<file path="src/rtl/bf16_issue_arbiter.sv">
// bf16_issue_arbiter
// Shares one bf16_unit scalar datapath between two requesters. Commands are
// granted round-robin (one per cycle), registered onto the unit inputs, tracked
// through a valid/tag shift register that matches the unit's pipeline latency,
// and their results are captured into a response FIFO. Issue is credit-limited
// so every in-flight result is guaranteed a FIFO slot.
//
// Ports:
//   clk_i, reset_i             clock, asynchronous active-high reset
//   reqN_valid_i/reqN_ready_o  requester N command handshake (N = 0, 1)
//   reqN_funct5_i              operation code
//   reqN_op1_i..reqN_op3_i     bf16 operands
//   reqN_tag_i                 tag returned with the result
//   unit_in1_o..unit_in3_o     registered operands to bf16_unit
//   unit_funct5_o              registered operation code to bf16_unit
//   unit_result_i              result from bf16_unit
//   rsp_valid_o/rsp_ready_i    response FIFO head handshake
//   rsp_data_o, rsp_tag_o      head result and its tag
//   rsp_src_o                  0 = requester 0, 1 = requester 1
//   busy_o                     operations in flight or buffered
module bf16_issue_arbiter #(
    parameter int unsigned LATENCY = 17,
    parameter int unsigned DEPTH   = 32,
    parameter int unsigned TAG_W   = 4,
    parameter logic [4:0]  IDLE_F5 = 5'b00000
) (
    input  logic             clk_i,
    input  logic             reset_i,

    input  logic             req0_valid_i,
    output logic             req0_ready_o,
    input  logic [4:0]       req0_funct5_i,
    input  logic [15:0]      req0_op1_i,
    input  logic [15:0]      req0_op2_i,
    input  logic [15:0]      req0_op3_i,
    input  logic [TAG_W-1:0] req0_tag_i,

    input  logic             req1_valid_i,
    output logic             req1_ready_o,
    input  logic [4:0]       req1_funct5_i,
    input  logic [15:0]      req1_op1_i,
    input  logic [15:0]      req1_op2_i,
    input  logic [15:0]      req1_op3_i,
    input  logic [TAG_W-1:0] req1_tag_i,

    output logic [15:0]      unit_in1_o,
    output logic [15:0]      unit_in2_o,
    output logic [15:0]      unit_in3_o,
    output logic [4:0]       unit_funct5_o,
    input  logic [15:0]      unit_result_i,

    output logic             rsp_valid_o,
    input  logic             rsp_ready_i,
    output logic [15:0]      rsp_data_o,
    output logic [TAG_W-1:0] rsp_tag_o,
    output logic             rsp_src_o,
    output logic             busy_o
);

    localparam int unsigned PTR_W = (DEPTH > 1) ? $clog2(DEPTH) : 1;
    localparam int unsigned CNT_W = $clog2(DEPTH + 1);

    localparam logic [PTR_W-1:0] PTR_LAST = PTR_W'(DEPTH - 1);
    localparam logic [CNT_W:0]   DEPTH_C  = (CNT_W + 1)'(DEPTH);
    localparam logic [CNT_W-1:0] FULL_C   = CNT_W'(DEPTH);
    localparam logic [CNT_W-1:0] ONE_C    = CNT_W'(1);

    // Arbitration state and counters
    logic             rr_q;
    logic [CNT_W-1:0] inflight_q, inflight_d;
    logic [CNT_W-1:0] fifo_count_q, fifo_count_d;
    logic [CNT_W:0]   credits_used;
    logic             credit_ok;

    // Registered unit inputs
    logic [15:0] unit_in1_q, unit_in2_q, unit_in3_q;
    logic [4:0]  unit_funct5_q;

    // Tracking shift register. Stage 0 is loaded on the issue edge; the unit's
    // result for that issue becomes visible LATENCY edges later and is sampled
    // on the edge after that, hence LATENCY+1 stages.
    logic [LATENCY:0]            sr_vld_q;
    logic [LATENCY:0]            sr_src_q;
    logic [LATENCY:0][TAG_W-1:0] sr_tag_q;

    // Response FIFO
    logic [15:0]      mem_data_q [DEPTH];
    logic [TAG_W-1:0] mem_tag_q  [DEPTH];
    logic             mem_src_q  [DEPTH];
    logic [PTR_W-1:0] wr_ptr_q, rd_ptr_q;

    // Handshake / datapath controls
    logic             gnt0, gnt1;
    logic             xfer0, xfer1, xfer;
    logic [4:0]       iss_funct5;
    logic [15:0]      iss_op1, iss_op2, iss_op3;
    logic [TAG_W-1:0] iss_tag;
    logic             fifo_wr, fifo_rd;

    // ------------------------------------------------------------------
    // Credit and arbitration
    // ------------------------------------------------------------------
    assign credits_used = {1'b0, inflight_q} + {1'b0, fifo_count_q};
    assign credit_ok    = credits_used < DEPTH_C;

    // rr_q == 0 favours requester 0 when both are valid.
    assign gnt0 = req0_valid_i & (~req1_valid_i | ~rr_q);
    assign gnt1 = req1_valid_i & (~req0_valid_i |  rr_q);

    assign req0_ready_o = gnt0 & credit_ok & ~reset_i;
    assign req1_ready_o = gnt1 & credit_ok & ~reset_i;

    assign xfer0 = req0_valid_i & req0_ready_o;
    assign xfer1 = req1_valid_i & req1_ready_o;
    assign xfer  = xfer0 | xfer1;

    always_comb begin
        iss_funct5 = IDLE_F5;
        iss_op1    = 16'h0000;
        iss_op2    = 16'h0000;
        iss_op3    = 16'h0000;
        iss_tag    = '0;
        if (xfer1) begin
            iss_funct5 = req1_funct5_i;
            iss_op1    = req1_op1_i;
            iss_op2    = req1_op2_i;
            iss_op3    = req1_op3_i;
            iss_tag    = req1_tag_i;
        end else if (xfer0) begin
            iss_funct5 = req0_funct5_i;
            iss_op1    = req0_op1_i;
            iss_op2    = req0_op2_i;
            iss_op3    = req0_op3_i;
            iss_tag    = req0_tag_i;
        end
    end

    // ------------------------------------------------------------------
    // Completion and FIFO control
    // ------------------------------------------------------------------
    assign fifo_wr = sr_vld_q[LATENCY];
    assign fifo_rd = rsp_ready_i & (fifo_count_q != '0);

    always_comb begin
        inflight_d = inflight_q;
        unique case ({xfer, fifo_wr})
            2'b10:   inflight_d = inflight_q + ONE_C;
            2'b01:   inflight_d = inflight_q - ONE_C;
            default: inflight_d = inflight_q;
        endcase
    end

    always_comb begin
        fifo_count_d = fifo_count_q;
        unique case ({fifo_wr, fifo_rd})
            2'b10:   fifo_count_d = fifo_count_q + ONE_C;
            2'b01:   fifo_count_d = fifo_count_q - ONE_C;
            default: fifo_count_d = fifo_count_q;
        endcase
    end

    // ------------------------------------------------------------------
    // State
    // ------------------------------------------------------------------
    always_ff @(posedge clk_i or posedge reset_i) begin
        if (reset_i) begin
            rr_q          <= 1'b0;
            inflight_q    <= '0;
            fifo_count_q  <= '0;
            unit_in1_q    <= 16'h0000;
            unit_in2_q    <= 16'h0000;
            unit_in3_q    <= 16'h0000;
            unit_funct5_q <= IDLE_F5;
            sr_vld_q      <= '0;
            sr_src_q      <= '0;
            sr_tag_q      <= '0;
            wr_ptr_q      <= '0;
            rd_ptr_q      <= '0;
        end else begin
            if (xfer) begin
                rr_q <= xfer0;
            end
            inflight_q    <= inflight_d;
            fifo_count_q  <= fifo_count_d;
            unit_in1_q    <= iss_op1;
            unit_in2_q    <= iss_op2;
            unit_in3_q    <= iss_op3;
            unit_funct5_q <= iss_funct5;
            sr_vld_q      <= {sr_vld_q[LATENCY-1:0], xfer};
            sr_src_q      <= {sr_src_q[LATENCY-1:0], xfer1};
            sr_tag_q      <= {sr_tag_q[LATENCY-1:0], iss_tag};
            if (fifo_wr) begin
                wr_ptr_q <= (wr_ptr_q == PTR_LAST) ? '0 : wr_ptr_q + PTR_W'(1);
            end
            if (fifo_rd) begin
                rd_ptr_q <= (rd_ptr_q == PTR_LAST) ? '0 : rd_ptr_q + PTR_W'(1);
            end
        end
    end

    // Storage is not reset; occupancy is tracked by fifo_count_q.
    always_ff @(posedge clk_i) begin
        if (fifo_wr) begin
            mem_data_q[wr_ptr_q] <= unit_result_i;
            mem_tag_q[wr_ptr_q]  <= sr_tag_q[LATENCY];
            mem_src_q[wr_ptr_q]  <= sr_src_q[LATENCY];
        end
    end

    // ------------------------------------------------------------------
    // Outputs
    // ------------------------------------------------------------------
    assign unit_in1_o    = unit_in1_q;
    assign unit_in2_o    = unit_in2_q;
    assign unit_in3_o    = unit_in3_q;
    assign unit_funct5_o = unit_funct5_q;

    assign rsp_valid_o = fifo_count_q != '0;
    assign rsp_data_o  = mem_data_q[rd_ptr_q];
    assign rsp_tag_o   = mem_tag_q[rd_ptr_q];
    assign rsp_src_o   = mem_src_q[rd_ptr_q];
    assign busy_o      = (inflight_q != '0) | (fifo_count_q != '0);

    // The credit check must make a write into a full FIFO impossible.
    a_no_overflow: assert property (@(posedge clk_i) disable iff (reset_i)
        !(fifo_wr && (fifo_count_q == FULL_C) && !fifo_rd));

    a_one_ready: assert property (@(posedge clk_i) disable iff (reset_i)
        !(req0_ready_o && req1_ready_o));

endmodule
</file>
<file path="config.mk">
export PLATFORM = sky130hd
export DESIGN_NAME = bf16_issue_arbiter
export DESIGN_NICKNAME = d
export VERILOG_FILES = /design/src/rtl/bf16_issue_arbiter.sv
export SDC_FILE = /design/constraint.sdc
export NUM_CORES = 1
export LEC_CHECK = 0
export ABC_AREA = 1
export CORE_MARGIN = 2
export CORE_UTILIZATION = 40
export DETAILED_ROUTE_END_ITERATION = 12
export HOLD_SLACK_MARGIN = 0.15
export PLACE_DENSITY = 0.61
export SYNTH_ARGS = -nofsm -noshare
export SYNTH_HDL_FRONTEND = slang
export SYNTH_SLANG_ARGS = --single-unit
export TNS_END_PERCENT = 30
</file>
<file path="constraint.sdc">
create_clock -name clk_i -period 7.9 [get_ports clk_i]
set_input_delay 1.58 -clock clk_i [delete_from_list [all_inputs] [get_ports clk_i]]
set_output_delay 1.58 -clock clk_i [all_outputs]
set_load 0.1 [all_outputs]
</file>
### Signal wires on met1

The bar under the picture is 100 µm long. Supply wires on this layer in grey.
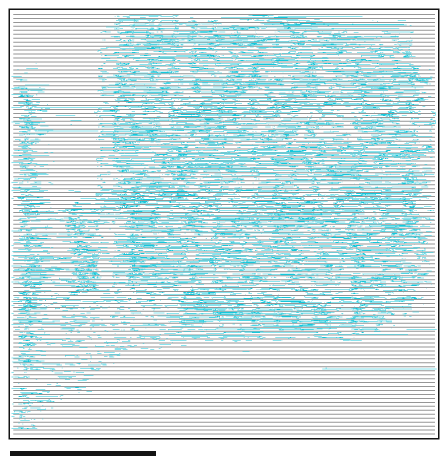
- nets with wire on the layer: 2887
- wire length on this layer: 33.9 mm
- share of all routed wire: 41%
- longest straight run: 85.6 µm

### Metal 2

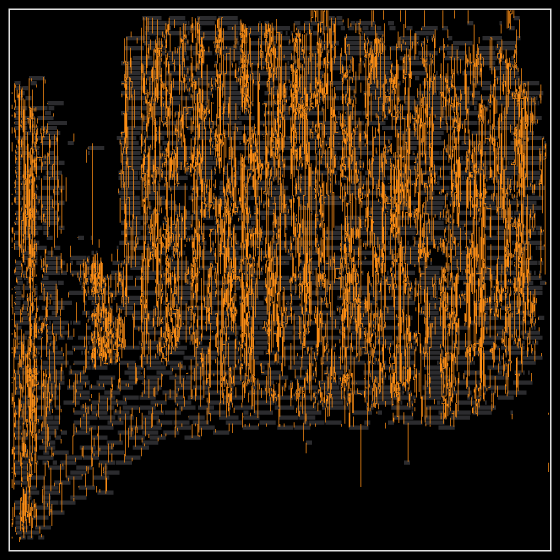
- share of all routed wire: 48%
- wire length on this layer: 39.4 mm
- nets with wire on the layer: 2346
- longest straight run: 115 µm
- main direction: vertical

### Met3 routing

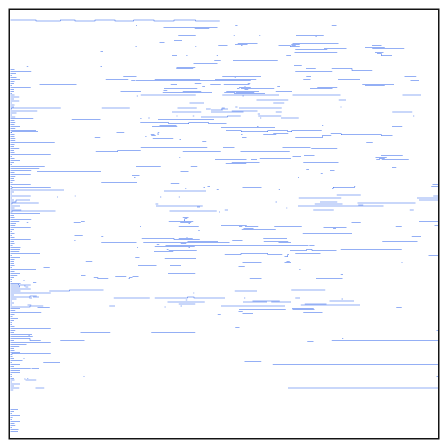
- main direction: horizontal
- nets with wire on the layer: 324

### Metal 4

Supply wires on this layer in grey.
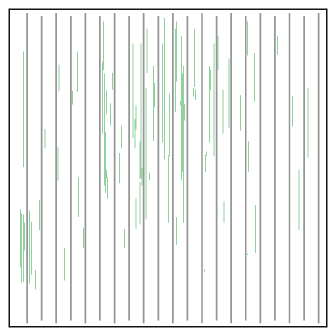
- share of all routed wire: 4.2%
- main direction: vertical
- nets with wire on the layer: 45
final WL: 82400 µm
via count: 21500

### Routing congestion map

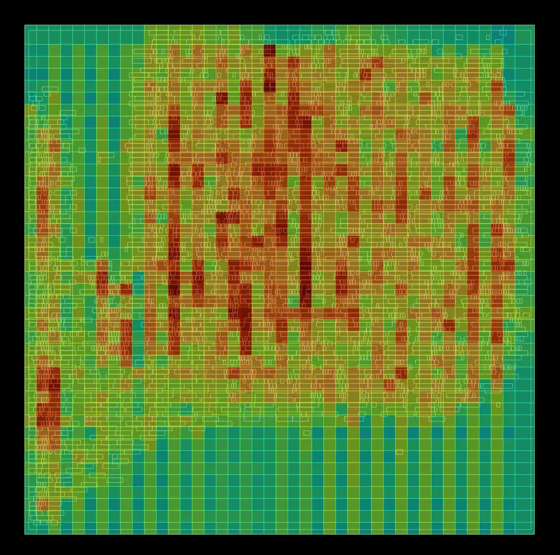
GR Util met2: 31.8%
share of the core filled with cells: 47.6%

==> out/qor.yml <==
synth:
  synth.cells.most_frequent: "edfxtp_1 (672), nor2_1 (550), nand2_1 (417)"
  synth_warnings: 0
  post-synth-top-area-fraction_pct: 59.9
  ranking_of_synthesized_cells_by_area: "edfxtp_1 (60%), dfrtp_1 (14%), nor2_1 (6.1%), nand2_1 (4.6%), o21ai_0 (3.5%)"
  enable_flop_cells: 672
  ys_area_um2: 33700
  syn_area_um2: 33700
  ys_seq_elements: 856
  synth_top_flop_cell: "edfxtp_1"
  synth.most_common_cell: "edfxtp_1"
  syn_nets: 2933
  synthDominantAreaCellType: "edfxtp_1"
place:
  buffer_ports.inserted: 212
  dp_worst_setup_slack_ns: 2.01
  dp_hpwl_um: 46900
clock_network:
  number_of_buffers_created_by_cts: 89
  cts_hold_buf: 0
  cts.sinks: 856
  cts_tree: "done"
  post_cts_repair_setup_buffers: 0
  cts_root_buffer: "clkbuf_16"
layout:
  drive_above_1_share_pct: 8.30
  fillCellCount: 7294
  flow.area_growth_from_synthesis_pct: 18.0
  final_net_count: 3146
global_route:
  grt_overflow: 0
  grt_pass1_wl_um: 126000
floorplanning:
  ioPinCount: 213
  dieWidth_um: 294
  die_height_um: 294
  coreArea_um2: 83600
  fraction_of_the_core_area_occupied_by_cells_at_floorplan_pct: 40.3
  num_rows: 106
timing:
  grt_setup_unrepaired: "false"
  timing.fmax_mhz: 151
  finalSetupViolCount: 0
  timing.final.crit_period_ns: 6.63
  timing.clock.skew_ns: 0.0300
  timing.setup.tns_ns: 0
  timing_worst_slew_pin_value_ns: 1.22
  final_critical_path_setup_slack_ns: 1.27
  final.period_utilization_pct: 84.0
critical_path:
  setup.worst_path.start_class: "flop"
  crit-reg2reg-capture: "inflight_q[4]$_DFFE_PP0P_"
  worst_r2r_path_depth: 21
  worst-path-max-fanout: 149
  worst_ep_required_time_ns: 6.32
  critical_path.endpoint_type: "output port"
  crit_arrival_ns: 5.05
worst_hold_path:
  worst_hold_startpoint: "sr_src_q[13]$_DFF_PP0_"
  worst_hold_path.num_cells: 0
job:
  cap_violations: 0
  log.warning_count: 45
detailed_routing:
  via_density_per_instance: 5.19
  avgRoutedWirePerCell_um: 19.9
  drt_pre_antenna_iters: 6
power:
  total_power_mw: 15.1
  leakage_nw: 14.8
  power_density_nw_per_um2: 381
run_status:
  outcome: "complete, no violations"
-- worst max path at each step --
stage / to / from / slack (ns) / depth (start not counted)
2_1_floorplan: req1_ready_o / reset_i / 0.58 / 5
3_3_place_gp: rsp_data_o[6] / rd_ptr_q[1]$_DFFE_PP0P_ / 2.05 / 11
3_5_place_dp: rsp_data_o[5] / rd_ptr_q[0]$_DFFE_PP0P_ / 2.01 / 9
4_1_cts: rsp_data_o[12] / rd_ptr_q[0]$_DFFE_PP0P_ / 1.30 / 11
5_1_grt: rsp_data_o[3] / rd_ptr_q[0]$_DFFE_PP0P_ / 1.0 / 11
6_report: rsp_tag_o[2] / rd_ptr_q[0]$_DFFE_PP0P_ / 1.27 / 9
-- state kept, by name, indices dropped and copies added, names as in the netlist --
signal,cells
sr_src_q,18
rr_q,1
inflight_q,6
unit_in3_o,16
unit_funct5_o,5
sr_vld_q,18
sr_tag_q,72
unit_in1_o,16
rd_ptr_q,5
unit_in2_o,16
wr_ptr_q,5
mem_src_q,32
mem_tag_q,128
mem_data_q,512
fifo_count_q,6
-- critical path, stage by stage (launching register included) --
cell and delay [ns]:
dfrtp_4 1.08, buf_12 0.51, buf_12 0.49, o21ai_0 0.23
o211ai_1 0.25, nand3_1 0.11, nand2_1 0.10, nand2_1 0.13
inv_1 0.10, clkdlybuf4s50_1 1.13
-- cell families after synthesis --
family / count (synthesis) / share of synthesized area [%]
compound gates: 504 / 8.12
xor+xnor: 6 / 0.156
fa+ha+maj: 21 / 0.803
buf+inv: 258 / 3.89
flops: 856 / 73.6
simple gates: 1132 / 13.4
-- layout make-up --
cell class	instances	area, µm²	area share (%)
inverters	107	414	1.04
diodes	2	5.00	0.0126
well taps	1080	1350	3.40
clock inverters	45	448	1.13
repair buffers	273	2630	6.62
multi-input cells	1663	7670	19.3
clock buffers	115	2430	6.11
flip-flops and latches	856	24800	62.4
-- layer usage --
metal	GRT usage (%)	vias up	part of all wire, %
li1	-	10000	-
met1	24.4	10500	41
met2	31.8	769	48
met3	3.90	169	6.9
met4	8.33	4	4.2
met5	0	-	0.025
-- cell usage in the layout, fill, tap and decap left out, types with 7 or more instances in the layout --
cell type and count:
bufinv_16 7, o21ai_0 238, clkbuf_16 92, nor2_2 28, nand2_1 417, clkbuf_1 19
ha_1 20, inv_1 98, clkinv_2 14, dfrtp_1 181, o21ai_1 132, edfxtp_1 672
nand3_1 108, nor2_1 522, a21oi_1 48, o211ai_1 80, or2_1 19, clkinv_1 15
clkdlybuf4s50_1 210, buf_4 56, or2_2 20
-- metrics by stage --
step | util (%) | std cells | area [µm²] | hold slack, ns
CTS | 47.6 | 4139 | 39700 | 0.337
detailed placement | 44.1 | 3979 | 36900 | 0.335
global route | 47.6 | 4139 | 39700 | 0.349
finish | 47.6 | 4141 | 39700 | 0.336
floorplan | - | 2777 | 33700 | 0.331
global placement | 44.1 | 3979 | 36900 | 0.331
-- power breakdown --
| part | internal [mW] | total (mW) | switching, mW |
|---|---|---|---|
| combinational | 1.39 | 5.44 | 4.04 |
| sequential | 5.28 | 5.61 | 0.327 |
| clock | 2.40 | 4.10 | 1.70 |
| total | 9.08 | 15.1 | 6.06 |
Power figures rest on the tool's default switching activity, not on a simulated workload.
